File: src/rtl/delay_meas_pkg.sv
// Shared types and defaults for the delay_meas block: FSM states, default
// marker/quiet words and the pass count used when averaging is enabled.
package delay_meas_pkg;

    typedef enum logic [1:0] {
        IDLE,
        FLUSH,
        SEND,
        WAIT
    } state_e;

    localparam logic [15:0] DEF_MARKER     = 16'hA5C3;
    localparam logic [15:0] DEF_QUIET_WORD = 16'h0000;
    localparam int          AVG_PASSES     = 4;

endpackage

File: src/rtl/delay_meas_cnt.sv
// Loadable up/down counter with a terminal-count compare, used for both the
// flush countdown and the round-trip cycle count.
module delay_meas_cnt #(
    parameter int W = 8
) (
    input  logic         clk_i,
    input  logic         rst_i,
    input  logic         load_i,
    input  logic [W-1:0] load_val_i,
    input  logic         en_i,
    input  logic         up_i,
    input  logic [W-1:0] tc_val_i,
    output logic [W-1:0] cnt_o,
    output logic         tc_o
);

    logic [W-1:0] cnt_q, cnt_d;

    always_comb begin
        cnt_d = cnt_q;
        if (load_i) begin
            cnt_d = load_val_i;
        end else if (en_i) begin
            cnt_d = up_i ? (cnt_q + W'(1)) : (cnt_q - W'(1));
        end
    end

    always_ff @(posedge clk_i) begin
        if (rst_i) begin
            cnt_q <= '0;
        end else begin
            cnt_q <= cnt_d;
        end
    end

    assign cnt_o = cnt_q;
    assign tc_o  = (cnt_q == tc_val_i);

endmodule

File: src/rtl/delay_meas.sv
// Path latency meter: flushes the path with QUIET_WORD, sends MARKER once and
// counts cycles until it returns on RX_DATA. Define DELAY_MEAS_AVG_EN to average 4 passes.
module delay_meas
    import delay_meas_pkg::*;
#(
    parameter logic [15:0] MARKER       = DEF_MARKER,
    parameter logic [15:0] QUIET_WORD   = DEF_QUIET_WORD,
    parameter int          FLUSH_CYCLES = 64,
    parameter int          MAX_WAIT     = 255,
    parameter int          CNT_W        = 8
) (
    input  logic             CLK,
    input  logic             RST,
    input  logic             START,
    input  logic [15:0]      DATA_IN,
    output logic [15:0]      TX_DATA,
    input  logic [15:0]      RX_DATA,
    output logic             BUSY,
    output logic             DONE,
    output logic             TIMEOUT,
    output logic [CNT_W-1:0] DELAY
);

    // The shared counter must hold both the flush length and the wait count.
    localparam int            FW         = $clog2(FLUSH_CYCLES + 1);
    localparam int            CW         = (FW > CNT_W) ? FW : CNT_W;
    localparam logic [CW-1:0] FLUSH_LOAD = CW'(FLUSH_CYCLES - 1);
    localparam logic [CW-1:0] WAIT_LAST  = CW'(MAX_WAIT);

    state_e           state_q, state_d;
    logic             done_q, done_d;
    logic             timeout_q, timeout_d;
    logic [CNT_W-1:0] delay_q, delay_d;

    logic             cnt_load, cnt_en, cnt_up, cnt_tc;
    logic [CW-1:0]    cnt_load_val, cnt_tc_val, cnt;
    logic             match;

`ifdef DELAY_MEAS_AVG_EN
    localparam int PW = $clog2(AVG_PASSES);
    logic [PW-1:0] pass_q, pass_d;
    logic [CW+1:0] acc_q, acc_d, sum;
`endif

    assign match = (RX_DATA == MARKER);

    delay_meas_cnt #(
        .W(CW)
    ) u_cnt (
        .clk_i      (CLK),
        .rst_i      (RST),
        .load_i     (cnt_load),
        .load_val_i (cnt_load_val),
        .en_i       (cnt_en),
        .up_i       (cnt_up),
        .tc_val_i   (cnt_tc_val),
        .cnt_o      (cnt),
        .tc_o       (cnt_tc)
    );

    always_comb begin
        state_d      = state_q;
        done_d       = done_q;
        timeout_d    = timeout_q;
        delay_d      = delay_q;
        TX_DATA      = DATA_IN;
        cnt_load     = 1'b0;
        cnt_load_val = '0;
        cnt_en       = 1'b0;
        cnt_up       = 1'b0;
        cnt_tc_val   = '0;
`ifdef DELAY_MEAS_AVG_EN
        pass_d       = pass_q;
        acc_d        = acc_q;
        sum          = acc_q + (CW+2)'(cnt);
`endif
        unique case (state_q)
            IDLE: begin
                if (START) begin
                    state_d      = FLUSH;
                    done_d       = 1'b0;
                    timeout_d    = 1'b0;
                    delay_d      = '0;
                    cnt_load     = 1'b1;
                    cnt_load_val = FLUSH_LOAD;
`ifdef DELAY_MEAS_AVG_EN
                    pass_d       = '0;
                    acc_d        = '0;
`endif
                end
            end
            FLUSH: begin
                TX_DATA = QUIET_WORD;
                if (cnt_tc) begin
                    state_d  = SEND;
                    cnt_load = 1'b1;
                end else begin
                    cnt_en = 1'b1;
                end
            end
            // SEND is cycle 0 of the count, so both states share the match logic.
            SEND, WAIT: begin
                TX_DATA    = (state_q == SEND) ? MARKER : QUIET_WORD;
                cnt_tc_val = WAIT_LAST;
                if (match) begin
`ifdef DELAY_MEAS_AVG_EN
                    if (pass_q == PW'(AVG_PASSES - 1)) begin
                        state_d  = IDLE;
                        done_d   = 1'b1;
                        delay_d  = sum[CNT_W+1:2];
                        cnt_load = 1'b1;
                    end else begin
                        pass_d       = pass_q + PW'(1);
                        acc_d        = sum;
                        state_d      = FLUSH;
                        cnt_load     = 1'b1;
                        cnt_load_val = FLUSH_LOAD;
                    end
`else
                    state_d  = IDLE;
                    done_d   = 1'b1;
                    delay_d  = cnt[CNT_W-1:0];
                    cnt_load = 1'b1;
`endif
                end else if (cnt_tc) begin
                    state_d   = IDLE;
                    timeout_d = 1'b1;
                    delay_d   = '1;
                    cnt_load  = 1'b1;
                end else begin
                    state_d = WAIT;
                    cnt_en  = 1'b1;
                    cnt_up  = 1'b1;
                end
            end
            default: state_d = IDLE;
        endcase
    end

    always_ff @(posedge CLK) begin
        if (RST) begin
            state_q   <= IDLE;
            done_q    <= 1'b0;
            timeout_q <= 1'b0;
            delay_q   <= '0;
`ifdef DELAY_MEAS_AVG_EN
            pass_q    <= '0;
            acc_q     <= '0;
`endif
        end else begin
            state_q   <= state_d;
            done_q    <= done_d;
            timeout_q <= timeout_d;
            delay_q   <= delay_d;
`ifdef DELAY_MEAS_AVG_EN
            pass_q    <= pass_d;
            acc_q     <= acc_d;
`endif
        end
    end

    assign BUSY    = (state_q != IDLE);
    assign DONE    = done_q;
    assign TIMEOUT = timeout_q;
    assign DELAY   = delay_q;

endmodule

File: config.mk
export PLATFORM = sky130hd
export DESIGN_NAME = delay_meas
export DESIGN_NICKNAME = d
export VERILOG_FILES = /design/src/rtl/delay_meas_pkg.sv /design/src/rtl/delay_meas_cnt.sv /design/src/rtl/delay_meas.sv
export SDC_FILE = /design/constraint.sdc
export NUM_CORES = 1
export LEC_CHECK = 0
export ABC_CLOCK_PERIOD_IN_PS = 3620
export CAP_MARGIN = 10
export CORE_ASPECT_RATIO = 0.8
export CORE_MARGIN = 10
export CORE_UTILIZATION = 43
export CTS_BUF_LIST = sky130_fd_sc_hd__clkbuf_16
export DETAILED_ROUTE_END_ITERATION = 12
export GPL_TIMING_DRIVEN = 0
export PLACE_DENSITY = 0.83
export SLEW_MARGIN = 20
export SYNTH_ARGS = -nofsm -noshare
export SYNTH_HDL_FRONTEND = slang
export SYNTH_HIERARCHICAL = 1
export SYNTH_SLANG_ARGS = --single-unit
File: constraint.sdc
create_clock -name CLK -period 3.62 [get_ports CLK]
set_input_delay 0.724 -clock CLK [delete_from_list [all_inputs] [get_ports CLK]]
set_output_delay 0.724 -clock CLK [all_outputs]
set_load 0.005 [all_outputs]
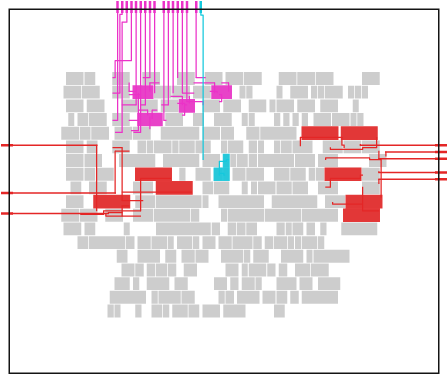
(run_1/port_trees.png)
cyan -> `START`  # bits 1, direction input, edge north, end cells 3, buffers 1, wire 36.5 µm
magenta -> `RX_DATA`  # bits 16, direction input, edge north, end cells 4, buffers 16, wire 357 µm
red -> `DELAY`  # bits 8, direction output, edge 5 east, 3 west, end cells 8, buffers 8, wire 280 µm

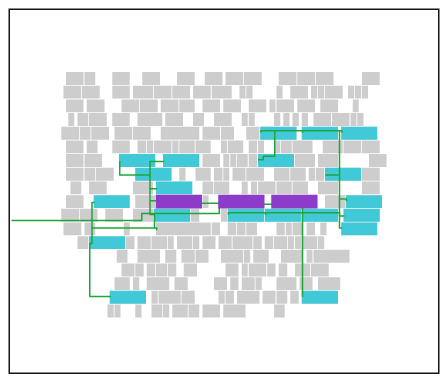
(run_1/clock_wires.png)
green -> clock wires  # length 234 µm
purple -> clock-net drivers  # count 3
cyan -> flip-flops  # count 20
routed clock nets = 4

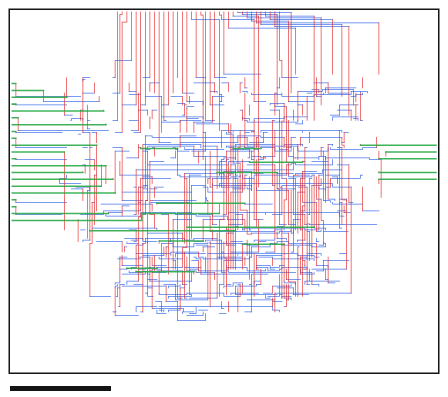
(run_1/layers.png)
Scale bar: 20 µm.
green -> M3  # wire length 440 µm
red -> M2  # wire length 2,290 µm
blue -> M1  # wire length 1,890 µm

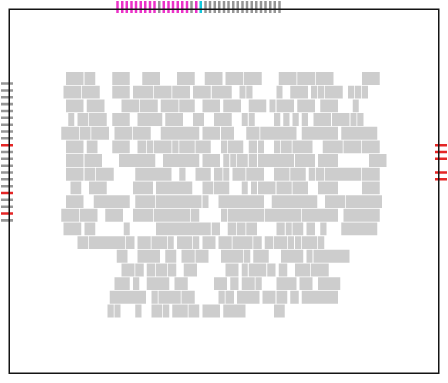
(run_1/pinout.png)
Pins as bars across the die edge, other pins in gray.
magenta -> `RX_DATA`  # pins 16, direction input, edge north
cyan -> `START`  # pins 1, direction input, edge north
red -> `DELAY`  # pins 8, direction output, edge 5 east, 3 west
all pins by edge = 36 north, 21 west, 5 east

==> CHANGELOG.md, run 1 <==
### Metrics

* Result of the run: complete, no violations
* Worst Path Buf+Inv at 3
* Full die area at 6140 µm²
* Arrival time at the worst endpoint at approximately 3600 ps
* Post-route insts no fill at 283
* Clock transition time at the flip-flop clock pins of the worst setup and hold paths at approximately 50 ps
* Total overflow reported by the global router at 0
* Levels on crit path at 11
* Root buf cell: clkbuf_16
* Max Fanout on Critical Path at 7
* Global-route wire length before repair at approximately 7300 µm
* Die Span Y at approximately 72 µm
* Worst-case setup margin in the final layout at about 150 ps
* Tool warnings at 26
* Number of multi-input logic gates at ~140
* Min-delay src: DONE
* Antenna diode count at 0
* Static leakage power at 0.000872 µW
* Worst Clk Skew at ~3.6 ps
* Worst endpoint required time at approximately 3700 ps
* DRT Pass-1 Iters at 4
* Max cap viols at 0
* Slew at the pin with the worst max-slew slack at approximately 640 ps
* Die width at 85.1 µm
* Top library cells by usage in the layout, fill and taps aside: clkdlybuf4s50_1 (61), nor2_1 (29), dfxtp_1 (20)
* Area growth from synthesis to final layout at 52.7%
* GRT Resource Usage Total at between 10% and 20%
* TritonCTS buffer count at 3
* Syn. warnings at 6
* Worst hold path stage count at 2
* Syn avg cell area at 8.24 µm²
* Core ar. at 3180 µm²
* Largest cell class: logic gates
* Reg2reg setup slack at 260 ps
* Critical-path cell list: clkdlybuf4s50_1 -> or4b_4 -> nor4_4 -> or3b_2 -> inv_1 -> inv_2 -> ha_1 -> a211o_1 -> a21o_1 -> a211oi_2 -> o22ai_1
* Remaining antenna violation count at 0
* Power per cell area at 840 nW/µm²
* Clock tree from TritonCTS: done
* Filler cell count at 261
* Hold EP: DONE
* Number of placed I/O pins at 62
* Antenna violations before repair at 0
* Class of the tightest hold or removal check: reg -> reg
run 1: per-layer routing:
layer,track usage (%),vias up
met5,0,-
met3,6.03,0
met1,16.4,714
met2,24.8,50
met4,0.547,0
li1,-,762
run 1: sequential cells by signal (all words and copies together) (netlist names):
register,flops
DONE,1
TIMEOUT,1
state_q,2
u_cnt/cnt_o,8
DELAY,8
run 1: cell usage after synthesis (2+ instances only):
master | number | area, µm²
nand4_1 | 2 | 12.5
nor2_1 | 29 | 109
mux2i_1 | 3 | 30.0
nor3b_1 | 5 | 37.5
nor2b_1 | 2 | 12.5
o22ai_1 | 2 | 12.5
a21oi_1 | 15 | 75.1
a21o_1 | 4 | 30.0
dfxtp_1 | 20 | 400
a211oi_1 | 3 | 22.5
ha_1 | 6 | 75.1
buf_1 | 2 | 7.51
nand2_1 | 6 | 22.5
buf_2 | 3 | 15.0
o21ai_0 | 2 | 10.0
nand4bb_1 | 2 | 22.5
nand3_1 | 2 | 10.0
clkbuf_1 | 4 | 15.0
o221a_1 | 7 | 78.8
inv_1 | 9 | 33.8
nand3b_1 | 3 | 22.5
and2_1 | 10 | 62.6
xnor2_1 | 11 | 96.3
run 1: logic make-up (layout without fill, tap and decap cells):
group / after synthesis / after routing / synth area share, %
adder cells (fa/ha/maj): 7 / 7 / 6.52
buffers and inverters: 19 / 84 / 5.66
other: 1 / 2 / 0.257
XOR/XNOR: 11 / 11 / 6.60
AND/OR/NAND/NOR: 70 / 70 / 27.3
AND-OR/OR-AND: 45 / 45 / 23.4
multiplexers: 4 / 4 / 2.83
flip-flops: 20 / 20 / 27.4
run 1: power groups by stage:
stage                     clock network [µW]  logic (µW)  registers (µW)
final                                    298        1250             324
after global routing                     309        1370             331
after CTS                                302        1240             323
after detailed placement                   0        1210             328
after global placement                     0        1190             325
after floorplan                            0         833             311
--- run 2 (diff from run 1) ---
Settings changed: CORE_UTILIZATION 43 to 50, DONT_BUFFER_PORTS set to 1, GPL_TIMING_DRIVEN 0 to not set, HOLD_SLACK_MARGIN set to 0.06, PLACE_DENSITY 0.83 to 0.67.
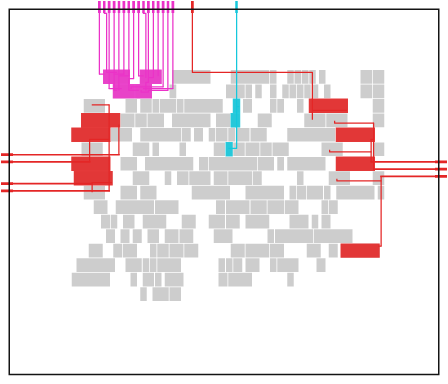
(run_2/port_trees.png)
red -> `DELAY`  # bits 8, direction output, edge 4 west, 3 east, 1 north, end cells 8, buffers 0, wire 241 µm
cyan -> `START`  # bits 1, direction input, edge north, end cells 3, buffers 0, wire 27.7 µm
magenta -> `RX_DATA`  # bits 16, direction input, edge north, end cells 4, buffers 0, wire 247 µm

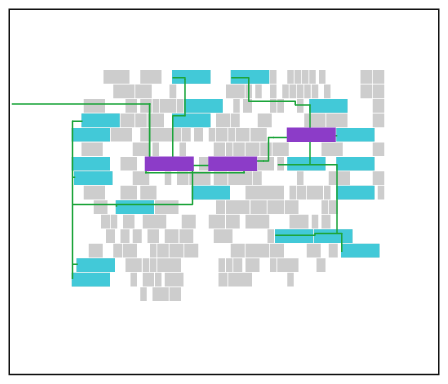
(run_2/clock_wires.png)
cyan -> flip-flops  # count 20
green -> clock wires  # length 241 µm
purple -> clock-net drivers  # count 3
routed clock nets = 4

==> run 2 against run 1 <==
Effect of this change:
- combinational power is 23% lower
- die area is 11% lower
- global-route usage is 1.1 points lower
- utilization is 14 points lower
- cell area is 30% lower
- clock skew is 2.1 ps lower
- clock power is 26% lower
- critical path depth stayed put
- synthesized area stayed put
- maximum frequency is 6.6% higher
- critical endpoint is now u_cnt/cnt_o[6]
- largest cell class unchanged
==> CHANGELOG.md, run 2 <==
### Metrics

* Result of the run: complete, no violations
* Cell type with the largest total area: dfxtp_1
* Full die area at 5490 µm²
* Worst Clk Skew at ~1.5 ps
* TritonCTS buffer count at 3
* GR peak layer: met2
* Max cap viols at 0
* Clock tree from TritonCTS: done
* Power attributed to the clock group at around 220 µW
* GRT Resource Usage Total at 13.1%
* Worst hold path stage count at 2
* Max Fanout on Critical Path at 13
* Worst endpoint required time at 3770 ps
* Worst-case setup margin in the final layout at 370 ps
* Most common cell in the synthesized netlist: nor2_1
* Filler cell count at ~250
* Number of placed I/O pins at 62
* Class of the tightest hold or removal check: reg -> reg
* Global-route wire length before repair at 5820 µm
* Antenna diode count at 0
* Power of the combinational group at 960 µW
* Antenna violations before repair at 0
* Area growth from synthesis to final layout at 6.60%
* Max-area cell share at a little over a quarter
* Die Span Y at 68.3 µm
* Met1 layer usage reported by global route at about 15%
* Tool warnings at 26
* Post-synth area hogs: dfxtp_1 (27%), nor2_1 (7.5%), xnor2_1 (6.6%), o221a_1 (5.4%), a21oi_1 (5.1%)
* Syn avg cell area at 8.24 µm²
* Top cells by count, synth: nor2_1 (29), dfxtp_1 (20), a21oi_1 (15), xnor2_1 (11), and2_1 (10)
* Seq group at 350 µW
* Die width at 80.4 µm
* Worst Path Buf+Inv at 2
* Total overflow reported by the global router at 0
* Static leakage power at a little over 0.0006 µW
* GRT met3 Usage at 6.02%
* Root buf cell: clkbuf_16
* Top library cells by usage in the layout, fill and taps aside: nor2_1 (29), dfxtp_1 (20), a21oi_1 (15)
* Clock transition time at the flip-flop clock pins of the worst setup and hold paths at 50 ps
* Register area at ~400 µm²
* Syn. warnings at 6
* Critical-path cell list: xnor2_1 -> nand4_1 -> nor2_1 -> or3b_2 -> inv_1 -> inv_1 -> fa_1 -> a21oi_1 -> o211ai_2 -> mux2i_1 -> a221oi_1
* Remaining antenna violation count at 0
* Levels on crit path at 11
* Met2 Track Usage GR at a little under a quarter
* Max power group: combinational cells
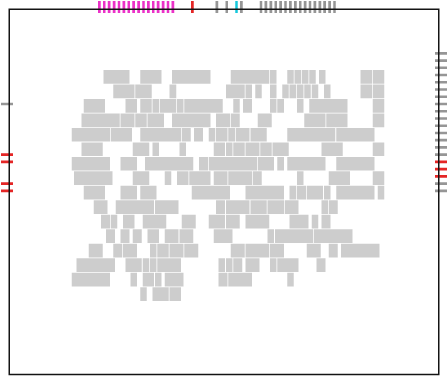
(run_2/pinout.png)
Pins as bars across the die edge, other pins in gray.
magenta -> `RX_DATA`  # pins 16, direction input, edge north
cyan -> `START`  # pins 1, direction input, edge north
red -> `DELAY`  # pins 8, direction output, edge 4 west, 3 east, 1 north
all pins by edge = 37 north, 20 east, 5 west

[run 2: cell counts after synthesis]
No cell type changed its count.
[run 2: final timing paths]
| kind | from | endpoint | slack [ps] |
|---|---|---|---|
| worst max-delay path | state_q[1] | u_cnt/cnt_o[6] | 370 |
| worst min-delay path | DONE | DONE | 480 |
| worst max register to register | state_q[1] | u_cnt/cnt_o[6] | 370 |
| worst min register to register | DONE | DONE | 480 |
[run 2: area by class of cell]
cell class / instances / share of cell area (%)
Multi-Input combinational cell: 139 / 63.0
Sequential cell: 20 / 25.7
Clock buffer: 3 / 4.83
Tap cell: 38 / 3.06
Inverter: 9 / 2.17
Timing Repair Buffer: 2 / 0.965
Clock inverter: 1 / 0.241
[run 2: logic make-up after synthesis]
| kind of cell | after synthesis | share of synthesized area (%) |
|---|---|---|
| compound gates | 45 | 23.4 |
| fa+ha+maj | 7 | 6.52 |
| other cells | 1 | 0.257 |
| mux | 4 | 2.83 |
| flops | 20 | 27.4 |
| buf+inv | 19 | 5.66 |
| xor+xnor | 11 | 6.60 |
| simple gates | 70 | 27.3 |
[run 2: metrics by stage]
step / hold slack (ps) / total power, µW / std cells / utilization, % / instance area [µm²]
6_report: 480 / 1530 / 212 / 55.8 / 1560
5_1_grt: 505 / 1670 / 212 / 55.8 / 1560
3_5_place_dp: 479 / 1300 / 208 / 53.0 / 1480
4_1_cts: 486 / 1530 / 212 / 55.8 / 1560
3_3_place_gp: 468 / 1280 / 208 / 53.0 / 1480
2_1_floorplan: 447 / 1140 / 178 / - / 1460
[run 2: worst register-to-register path: stages (launching register included)]
cell,delay (ps)
dfxtp_1,700
xnor2_1,170
nand4_1,140
nor2_1,110
or3b_2,520
inv_1,110
inv_1,150
fa_1,480
a21oi_1,250
o211ai_2,130
mux2i_1,130
a221oi_1,260
--- run 3 (diff from run 2) ---
Settings changed: SKIP_LAST_GASP set to 1.
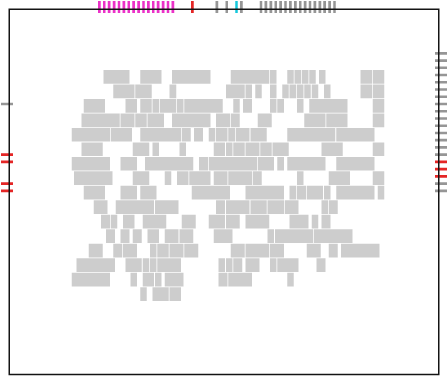
(run_3/pinout.png)
Pins as bars across the die edge, other pins in gray.
cyan -> `START`  # pins 1, direction input, edge north
magenta -> `RX_DATA`  # pins 16, direction input, edge north
red -> `DELAY`  # pins 8, direction output, edge 4 west, 3 east, 1 north
all pins by edge = 37 north, 20 east, 5 west

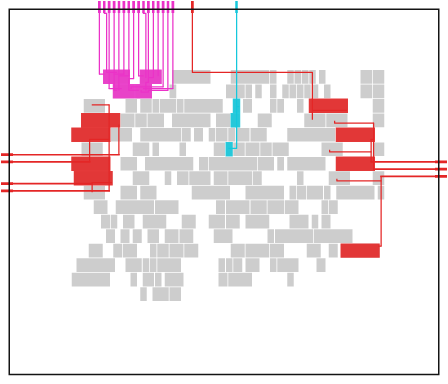
(run_3/port_trees.png)
magenta -> `RX_DATA`  # bits 16, direction input, edge north, end cells 4, buffers 0, wire 247 µm
cyan -> `START`  # bits 1, direction input, edge north, end cells 3, buffers 0, wire 27.7 µm
red -> `DELAY`  # bits 8, direction output, edge 4 west, 3 east, 1 north, end cells 8, buffers 0, wire 241 µm

==> run 3 against run 2 <==
Effect of this change:
- power stayed put
- cell area did not move
- cell count did not move
- count of clock-buffer cells in the layout unchanged
- register-to-register slack about the same
- first-iteration DRC count unchanged
- maximum frequency unchanged
- die area unchanged
- critical path type unchanged
- largest cell class unchanged
- largest power group unchanged
==> CHANGELOG.md, run 3 <==
### Metrics

* Result of the run: complete, no violations
* Die Span Y at 68.3 µm
* GR peak layer: met2
* Full die area at 5490 µm²
* Seq group at 350 µW
* Cell type with the largest total area: dfxtp_1
* Fa+ha+maj area frac at 6.52%
* Critical-path cell list: xnor2_1 -> nand4_1 -> nor2_1 -> or3b_2 -> inv_1 -> inv_1 -> fa_1 -> a21oi_1 -> o211ai_2 -> mux2i_1 -> a221oi_1
* TritonCTS buffer count at 3
* Worst Clk Skew at approximately 1.5 ps
* DRT Pass-1 Iters at 4
* Power per cell area at 985 nW/µm²
* Hold EP: DONE
* Worst R2R End: u_cnt/cnt_o[6]
* Min-delay src: DONE
* Power attributed to the clock group at 222 µW
* Clock transition time at the flip-flop clock pins of the worst setup and hold paths at 50 ps
* Largest logic family: simple AND/OR/NAND/NOR gates
* Met2 Track Usage GR at around 23%
* FF-to-FF Start: state_q[1]
* Number of placed I/O pins at roughly 62
* Simple-gate portion of the synthesized area at 27.3%
* Syn. warnings at 6
* Static leakage power at 0.000613 µW
* Class of the tightest hold or removal check: reg -> reg
* Remaining antenna violation count at 0
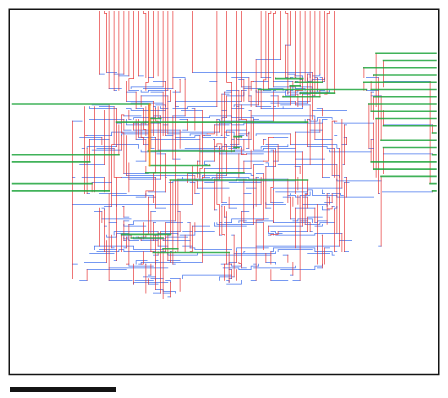
(run_3/layers.png)
Scale bar: 20 µm.
red -> M2  # wire length 1,920 µm
orange -> M4  # wire length 11.6 µm
green -> M3  # wire length 469 µm
blue -> M1  # wire length 1,440 µm

==> run 3: cell counts after synthesis <==
Identical to the previous run, type by type.
==> run 3: stage by stage <==
| step | std cells | cell area [µm²] | hold WS, ps | worst slack (ps) | utilization (%) |
|---|---|---|---|---|---|
| after detailed placement | 208 | 1480 | 479 | 295 | 53.0 |
| after CTS | 212 | 1560 | 486 | 411 | 55.8 |
| after global placement | 208 | 1480 | 468 | 362 | 53.0 |
| after global routing | 212 | 1560 | 505 | 139 | 55.8 |
| after floorplan | 178 | 1460 | 447 | 463 | - |
| final | 212 | 1560 | 480 | 370 | 55.8 |
==> run 3: final cells by class <==
type | count | area, µm²
clock buffer | 3 | 75.1
timing repair buffer | 2 | 15.0
tap | 38 | 47.5
multi-input combinational | 139 | 980
inverter | 9 | 33.8
clock inverter | 1 | 3.75
fill | 254 | 1230
sequential | 20 | 400
==> run 3: worst max path at each step <==
stage / slack (ps) / startpoint / cells past startpoint / end
4_1_cts: 410 / state_q[1] / 11 / u_cnt/cnt_o[6]
5_1_grt: 140 / state_q[1] / 11 / u_cnt/cnt_o[6]
6_report: 370 / state_q[1] / 11 / u_cnt/cnt_o[6]
3_3_place_gp: 360 / RX_DATA[11] / 10 / u_cnt/cnt_o[7]
3_5_place_dp: 290 / RX_DATA[11] / 10 / u_cnt/cnt_o[7]
2_1_floorplan: 460 / RX_DATA[11] / 10 / u_cnt/cnt_o[7]
==> run 3: worst register-to-register path: stages, from the launching register on <==
cell and delay [ps]:
dfxtp_1 700, xnor2_1 170, nand4_1 140, nor2_1 110, or3b_2 520, inv_1 110
inv_1 150, fa_1 480, a21oi_1 250, o211ai_2 130, mux2i_1 130, a221oi_1 260
Power figures rest on the tool's default switching activity, not on a simulated workload.
